## src/rtl/switch_cfg_pkg.sv

```systemverilog
`default_nettype none
// ============================================================================
// Package  : switch_cfg_pkg
// Brief    : Encodings, entry mapping and FSM states for the switch-box loader.
// Revision : 1.0
// ============================================================================
package switch_cfg_pkg;

    localparam logic [2:0] SIDE_NONE   = 3'd0;
    localparam logic [2:0] SIDE_TOP    = 3'd1;
    localparam logic [2:0] SIDE_RIGHT  = 3'd2;
    localparam logic [2:0] SIDE_BOTTOM = 3'd3;
    localparam logic [2:0] SIDE_LEFT   = 3'd4;

    localparam logic [7:0] FRAME_HDR   = 8'hA5;

    localparam logic [1:0] ERR_NONE    = 2'd0;
    localparam logic [1:0] ERR_CKSUM   = 2'd1;
    localparam logic [1:0] ERR_ILLEGAL = 2'd2;
    localparam logic [1:0] ERR_TIMEOUT = 2'd3;

    localparam int ENTRY_BITS = 6;

    typedef enum logic [1:0] {
        ST_IDLE  = 2'd0,
        ST_LOAD  = 2'd1,
        ST_CHECK = 2'd2
    } state_e;

    function automatic int num_entries(input int ntb, input int nlr);
        return 2 * ntb + 2 * nlr;
    endfunction

    // Entry order: top, bottom, left, right.
    function automatic logic [2:0] entry_side(input int k, input int ntb, input int nlr);
        if (k < ntb)             return SIDE_TOP;
        if (k < 2 * ntb)         return SIDE_BOTTOM;
        if (k < 2 * ntb + nlr)   return SIDE_LEFT;
        return SIDE_RIGHT;
    endfunction

    function automatic logic [2:0] entry_idx(input int k, input int ntb, input int nlr);
        int r;
        if (k < ntb)                r = k;
        else if (k < 2 * ntb)       r = k - ntb;
        else if (k < 2 * ntb + nlr) r = k - 2 * ntb;
        else                        r = k - 2 * ntb - nlr;
        return 3'(r);
    endfunction

endpackage
`default_nettype wire

```

## src/rtl/switch_entry_check.sv

```systemverilog
`default_nettype none
// ============================================================================
// Module   : switch_entry_check
// Brief    : Combinational legality check of one selector byte for entry k.
// Revision : 1.0
// ============================================================================
module switch_entry_check
    import switch_cfg_pkg::*;
#(
    parameter int NTB = 5,
    parameter int NLR = 4,
    parameter int KW  = 5
) (
    input  logic [7:0]    i_byte,
    input  logic [KW-1:0] i_k,
    output logic          o_illegal
);

    logic [2:0] w_side;
    logic [2:0] w_idx;
    logic [2:0] w_own_side;
    logic [2:0] w_own_idx;

    assign w_side     = i_byte[2:0];
    assign w_idx      = i_byte[5:3];
    assign w_own_side = entry_side(int'(i_k), NTB, NLR);
    assign w_own_idx  = entry_idx(int'(i_k), NTB, NLR);

    always_comb begin
        o_illegal = (i_byte[7:6] != 2'b00);
        case (w_side)
            SIDE_NONE: ;
            SIDE_TOP, SIDE_BOTTOM: if (int'(w_idx) >= NTB) o_illegal = 1'b1;
            SIDE_RIGHT, SIDE_LEFT: if (int'(w_idx) >= NLR) o_illegal = 1'b1;
            default:               o_illegal = 1'b1;
        endcase
        // A selector may not route a port back onto itself.
        if ((w_side != SIDE_NONE) && (w_side == w_own_side) && (w_idx == w_own_idx))
            o_illegal = 1'b1;
    end

endmodule
`default_nettype wire

```

## src/rtl/switch_cfg_loader.sv

```systemverilog
`default_nettype none
// ============================================================================
// Module   : switch_cfg_loader
// Brief    : Receives, validates and atomically commits a switch-box route frame.
// Revision : 1.0
// ============================================================================
module switch_cfg_loader #(
    parameter int NTB     = 5,
    parameter int NLR     = 4,
    parameter int TIMEOUT = 16
) (
    input  logic                             clk,
    input  logic                             rst_n,
    input  logic                             cfg_valid,
    input  logic [7:0]                       cfg_data,
    output logic                             cfg_ready,
    input  logic                             clear,
    output logic [6*(2*NTB+2*NLR)-1:0]       cfg_out,
    output logic                             busy,
    output logic                             cfg_done,
    output logic                             cfg_err,
    output logic [1:0]                       err_code
);
    import switch_cfg_pkg::*;

    localparam int NENT = num_entries(NTB, NLR);
    localparam int CW   = $clog2(NENT + 1);
    localparam int TW   = $clog2(TIMEOUT + 1);

    state_e                    r_state;
    state_e                    w_state_nxt;
    logic [CW-1:0]             r_cnt;
    logic [7:0]                r_acc;
    logic                      r_illegal;
    logic                      r_cksum_bad;
    logic [TW-1:0]             r_idle;
    logic [ENTRY_BITS*NENT-1:0] r_shadow;
    logic [ENTRY_BITS*NENT-1:0] r_active;
    logic                      r_done;
    logic                      r_err;
    logic [1:0]                r_err_code;

    logic       w_accept;
    logic       w_entry_illegal;
    logic       w_timeout;
    logic       w_commit;
    logic       w_fail;
    logic [1:0] w_fail_code;

    assign cfg_ready = (r_state != ST_CHECK);
    assign busy      = (r_state != ST_IDLE);
    assign cfg_out   = r_active;
    assign cfg_done  = r_done;
    assign cfg_err   = r_err;
    assign err_code  = r_err_code;

    assign w_accept  = cfg_valid && cfg_ready && !clear;
    assign w_timeout = (r_state == ST_LOAD) && !w_accept && (r_idle == TW'(TIMEOUT - 1));

    switch_entry_check #(
        .NTB (NTB),
        .NLR (NLR),
        .KW  (CW)
    ) u_entry_check (
        .i_byte    (cfg_data),
        .i_k       (r_cnt),
        .o_illegal (w_entry_illegal)
    );

    always_ff @(posedge clk or negedge rst_n) begin
        if (!rst_n) r_state <= ST_IDLE;
        else        r_state <= w_state_nxt;
    end

    always_comb begin
        w_state_nxt = r_state;
        w_commit    = 1'b0;
        w_fail      = 1'b0;
        w_fail_code = ERR_NONE;
        case (r_state)
            ST_IDLE: begin
                if (w_accept && (cfg_data == FRAME_HDR)) w_state_nxt = ST_LOAD;
            end
            ST_LOAD: begin
                if (w_accept && (r_cnt == CW'(NENT))) begin
                    w_state_nxt = ST_CHECK;
                end else if (w_timeout) begin
                    w_state_nxt = ST_IDLE;
                    w_fail      = 1'b1;
                    w_fail_code = ERR_TIMEOUT;
                end
            end
            ST_CHECK: begin
                w_state_nxt = ST_IDLE;
                if (r_illegal) begin
                    w_fail      = 1'b1;
                    w_fail_code = ERR_ILLEGAL;
                end else if (r_cksum_bad) begin
                    w_fail      = 1'b1;
                    w_fail_code = ERR_CKSUM;
                end else begin
                    w_commit    = 1'b1;
                end
            end
            default: w_state_nxt = ST_IDLE;
        endcase
        if (clear) begin
            w_state_nxt = ST_IDLE;
            w_commit    = 1'b0;
            w_fail      = 1'b0;
        end
    end

    always_ff @(posedge clk or negedge rst_n) begin
        if (!rst_n) begin
            r_cnt       <= '0;
            r_acc       <= '0;
            r_illegal   <= 1'b0;
            r_cksum_bad <= 1'b0;
            r_idle      <= '0;
            r_shadow    <= '0;
            r_active    <= '0;
            r_done      <= 1'b0;
            r_err       <= 1'b0;
            r_err_code  <= ERR_NONE;
        end else begin
            r_done <= w_commit;
            r_err  <= w_fail;
            if (clear) begin
                r_active    <= '0;
                r_err_code  <= ERR_NONE;
                r_cnt       <= '0;
                r_acc       <= '0;
                r_illegal   <= 1'b0;
                r_cksum_bad <= 1'b0;
                r_idle      <= '0;
            end else begin
                if (w_commit) begin
                    r_active   <= r_shadow;
                    r_err_code <= ERR_NONE;
                end
                if (w_fail) r_err_code <= w_fail_code;

                if ((r_state == ST_IDLE) && w_accept && (cfg_data == FRAME_HDR)) begin
                    r_cnt       <= '0;
                    r_acc       <= '0;
                    r_illegal   <= 1'b0;
                    r_cksum_bad <= 1'b0;
                    r_idle      <= '0;
                end else if (r_state == ST_LOAD) begin
                    if (w_accept) begin
                        r_idle <= '0;
                        if (r_cnt == CW'(NENT)) begin
                            r_cksum_bad <= (cfg_data != r_acc);
                        end else begin
                            for (int i = 0; i < NENT; i++) begin
                                if (r_cnt == CW'(i))
                                    r_shadow[ENTRY_BITS*i +: ENTRY_BITS] <= cfg_data[ENTRY_BITS-1:0];
                            end
                            r_acc     <= r_acc ^ cfg_data;
                            r_illegal <= r_illegal | w_entry_illegal;
                            r_cnt     <= r_cnt + 1'b1;
                        end
                    end else begin
                        r_idle <= r_idle + 1'b1;
                    end
                end
            end
        end
    end

endmodule
`default_nettype wire

```

## config.mk

```make
export PLATFORM = sky130hd
export DESIGN_NAME = switch_cfg_loader
export DESIGN_NICKNAME = d
export VERILOG_FILES = /design/src/rtl/switch_cfg_pkg.sv /design/src/rtl/switch_entry_check.sv /design/src/rtl/switch_cfg_loader.sv
export SDC_FILE = /design/constraint.sdc
export NUM_CORES = 1
export LEC_CHECK = 0
export CAP_MARGIN = 20
export CORE_AREA = 2 2 132 185
export DETAILED_ROUTE_END_ITERATION = 10
export DIE_AREA = 0 0 134 187
export GPL_TIMING_DRIVEN = 0
export PLACE_DENSITY = 0.71
export SKIP_LAST_GASP = 1
export SYNTH_ARGS = -nofsm -noshare
export SYNTH_HDL_FRONTEND = slang
export SYNTH_SLANG_ARGS = --single-unit
export TNS_END_PERCENT = 5
```

## constraint.sdc

```tcl
create_clock -name clk -period 7.4 [get_ports clk]
set_input_delay 1.48 -clock clk [delete_from_list [all_inputs] [get_ports clk]]
set_output_delay 1.48 -clock clk [all_outputs]
set_load 0.03 [all_outputs]
```

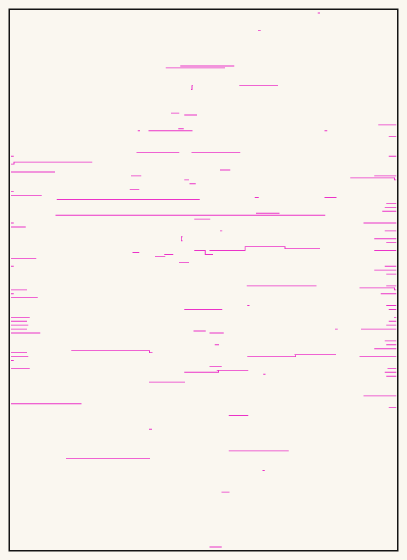
Figure 1: met3 routing.
- longest straight run: 93.2 µm
- nets with wire on the layer: 79
- main direction: horizontal

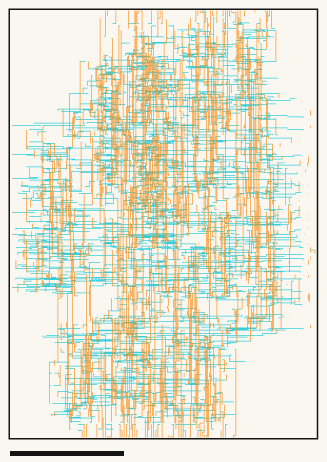
Figure 2: signal wires by layer.
Bar = 50 µm. Only two layers are drawn.
- met1: cyan (wire length 10200 µm)
- met2: orange (wire length 12000 µm)
Global Route Usage Sum: 19.0%
WL/cell: 19.8 µm
final wirelength: 23700 µm
vias: 6475

==> notes.md <==
flow finished, numbers: number of global-route vias before repair=6713, Reg clk slew, reported paths=0.06 ns, crit path to=cfg_out[100]$_DFFE_PN0P_, clock tree buffer depth=3, final total power=2.70 mW, worst-path cell chain=clkdlybuf4s50_1 -> clkbuf_1 -> nor4_1 -> clkbuf_1 -> clkbuf_1 -> buf_1 -> a22o_1, initial DRC count=222, antenna violations before repair=0, Worst R2R Setup Slack=4.23 ns, # IOs=126, max-slew violation count=0, Yosys chip area=0.00995 mm², CP startpoint=clear, fmax=265 MHz, Num CTS Buffers=24, worst r2r dst=r_shadow[58]$_DFFE_PN0P_, RSZ-0062 raised after global routing=no, clock root cell=clkbuf_16, CP peak stage delay=0.62 ns, # diodes=0, dominant logic cell type in the layout=dfrtp_1, Synth flops=242, Slew @ Worst Pin=1.07 ns, clock skew=0.0185 ns, Reg2Reg Depth=10, Vert. Die Dim=187 µm, fin crit share=50.9%, htree depth=1, Nets at Floorplan=748, Placeable Area=0.0236 mm², Post-Place Setup Slack=3.08 ns, Area growth, synth to finish=24.5%, PnR worst setup slack=3.63 ns, critical path class=in2reg, share of cells above drive strength 1=19.3%, Power Dens Cells=218 mW/mm², Async S/R FF share, synth=100%, most numerous logic cells after layout=242 x dfrtp_1, 122 x clkdlybuf4s50_1, 110 x a22o_1, Final min period=3.77 ns, via density per instance=5.41, data required time of the worst path=7.84 ns, Inst Count DP=1154, flip-flops with a built-in enable=0, Ys Warns=0, CTS tree=built, Hold Slack=0.489 ns, Hold WC Path Type=reg2reg, Remaining DRCs=0, final setup violation count=0, clock sink count=242, hpwl dp=15900 µm, die area=0.0251 mm², Arr. time, crit path=4.21 ns, min-delay src=r_shadow[24]$_DFFE_PN0P_, CP Launch Type=input pin, Die Width=134 µm, Final Hold Fails=0, Post-CTS Setup Bufs=0, cell total in the yosys stat output=720, DR pass1 iterations=4, fin util=52.6%, Crit. End Element=flip-flop, first-pass GRT wire length=37800 µm, normalized max-slew margin=28.4%, Placer Congestion=0.901, largest net degree at the start of global routing=128, clk_lat worst skew=0.52 ns, MaxCap Viol Count=0, P_leak=5.91 nW, DRT antenna net count=0, fin cells=1196, status=completed, crit-path max FO=10, Slowest-stage cell, CP=clkbuf_1, register share after synthesis=60.9%, Tool Warnings=40, CTS resizes=0, Syn Area/Cell=13.8 µm², Final #Nets=898, Netlist Area Pre-Place=0.00995 mm², distinct lib cells=59, Most common reg cell=dfrtp_1, GR Overflow Total=0, Hold Path Depth=1, Top cell by count, worst path=clkbuf_1, Peak supply drop=168 µV, Hold-fix buffers, CTS=0, Initial Utilization=42.2%, # rows=67, port bufs=123, R2R Path Start=r_cnt[0]$_DFFE_PN0P_, cell count after synthesis=720, Hold EP=cfg_out[24]$_DFFE_PN0P_
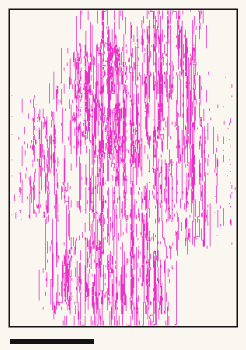
Figure 3: the metal 2 layer.
Bar = 50 µm.
- main direction: vertical
- wire length on this layer: 12000 µm
- longest straight run: 58.6 µm
- nets with wire on the layer: 805
- share of all routed wire: 51%

-- sequential cells by signal, indices dropped and copies added (netlist names) --
name,cells
r_illegal,1
err_code,2
r_shadow,108
r_cnt,5
r_cksum_bad,1
cfg_err,1
r_acc,8
r_state,2
cfg_out,108
cfg_done,1
r_idle,5
-- stage by stage --
stage / TNS (ns) / area, µm²
4_1_cts: 0 / 12400
6_report: 0 / 12400
3_3_place_gp: -1248.34 / 11600
3_5_place_dp: 0 / 11600
5_1_grt: 0 / 12400
2_1_floorplan: 0 / 9950
-- metal layers --
metal	global-route usage (%)	vias up	wire length, µm
li1	-	2961	-
met1	25.6	3337	10200
met2	32.0	133	12000
met3	2.57	44	897
met4	5.85	0	549
met5	0	-	0
-- area by class of cell --
| class | instances | area (µm²) |
|---|---|---|
| well taps | 310 | 388 |
| clock buffers | 32 | 671 |
| fillers | 1988 | 11200 |
| clock inverters | 10 | 114 |
| flip-flops and latches | 242 | 6060 |
| repair buffers | 124 | 1260 |
| plain buffers | 53 | 234 |
| inverters | 18 | 67.6 |
| multi-input cells | 407 | 3590 |
-- cells in the mapped netlist (all sizes together) (2+ instances only) --
| cell type | number | area share [%] |
|---|---|---|
| nor3 | 10 | 0.50 |
| buf | 8 | 0.65 |
| or3 | 2 | 0.13 |
| nor2 | 18 | 0.75 |
| mux2i | 5 | 0.50 |
| o21a | 2 | 0.15 |
| nand3 | 7 | 0.60 |
| and3 | 3 | 0.19 |
| o211ai | 3 | 0.23 |
| o22ai | 5 | 0.31 |
| a21o | 4 | 0.30 |
| ha | 16 | 2.0 |
| nor3b | 3 | 0.23 |
| nor2b | 8 | 0.50 |
| nand4 | 8 | 0.50 |
| dfrtp | 242 | 61 |
| clkbuf | 45 | 1.7 |
| nor4 | 4 | 0.40 |
| mux2 | 109 | 12 |
| or3b | 3 | 0.29 |
| o21ai | 19 | 0.96 |
| a211oi | 3 | 0.23 |
| o31ai | 4 | 0.30 |
| nand4b | 5 | 1.0 |
| xnor2 | 5 | 0.44 |
| inv | 18 | 0.68 |
| a221oi | 3 | 0.26 |
| nand2b | 5 | 0.31 |
| and4 | 3 | 0.26 |
| a21oi | 6 | 0.30 |
| nand2 | 15 | 0.59 |
| or2 | 2 | 0.13 |
| a22o | 110 | 9.7 |
| xor2 | 2 | 0.18 |
-- critical path: cells and delay by family --
family | cells | cell delay (ns)
compound gates | 1 | 0.23
simple gates | 1 | 0.22
buf+inv | 5 | 2.27
-- kinds of logic after synthesis --
group / after synthesis / share of synthesized area [%]
DFF: 242 / 60.9
AOI/OAI and AO/OA: 168 / 13.6
muxes: 114 / 12.8
and+or+nand+nor: 102 / 7.01
buffers and inverters: 71 / 3.03
adders and majority gates: 16 / 2.01
xor gates and xnor gates: 7 / 0.616
-- power by group --
group / internal, mW / switching (mW) / total (mW)
Clock: 0.707 / 0.507 / 1.21
Combinational: 0.0403 / 0.0908 / 0.131
Sequential: 1.34 / 0.0110 / 1.35
Total: 2.09 / 0.609 / 2.70
Power and IR drop assume default switching activity.
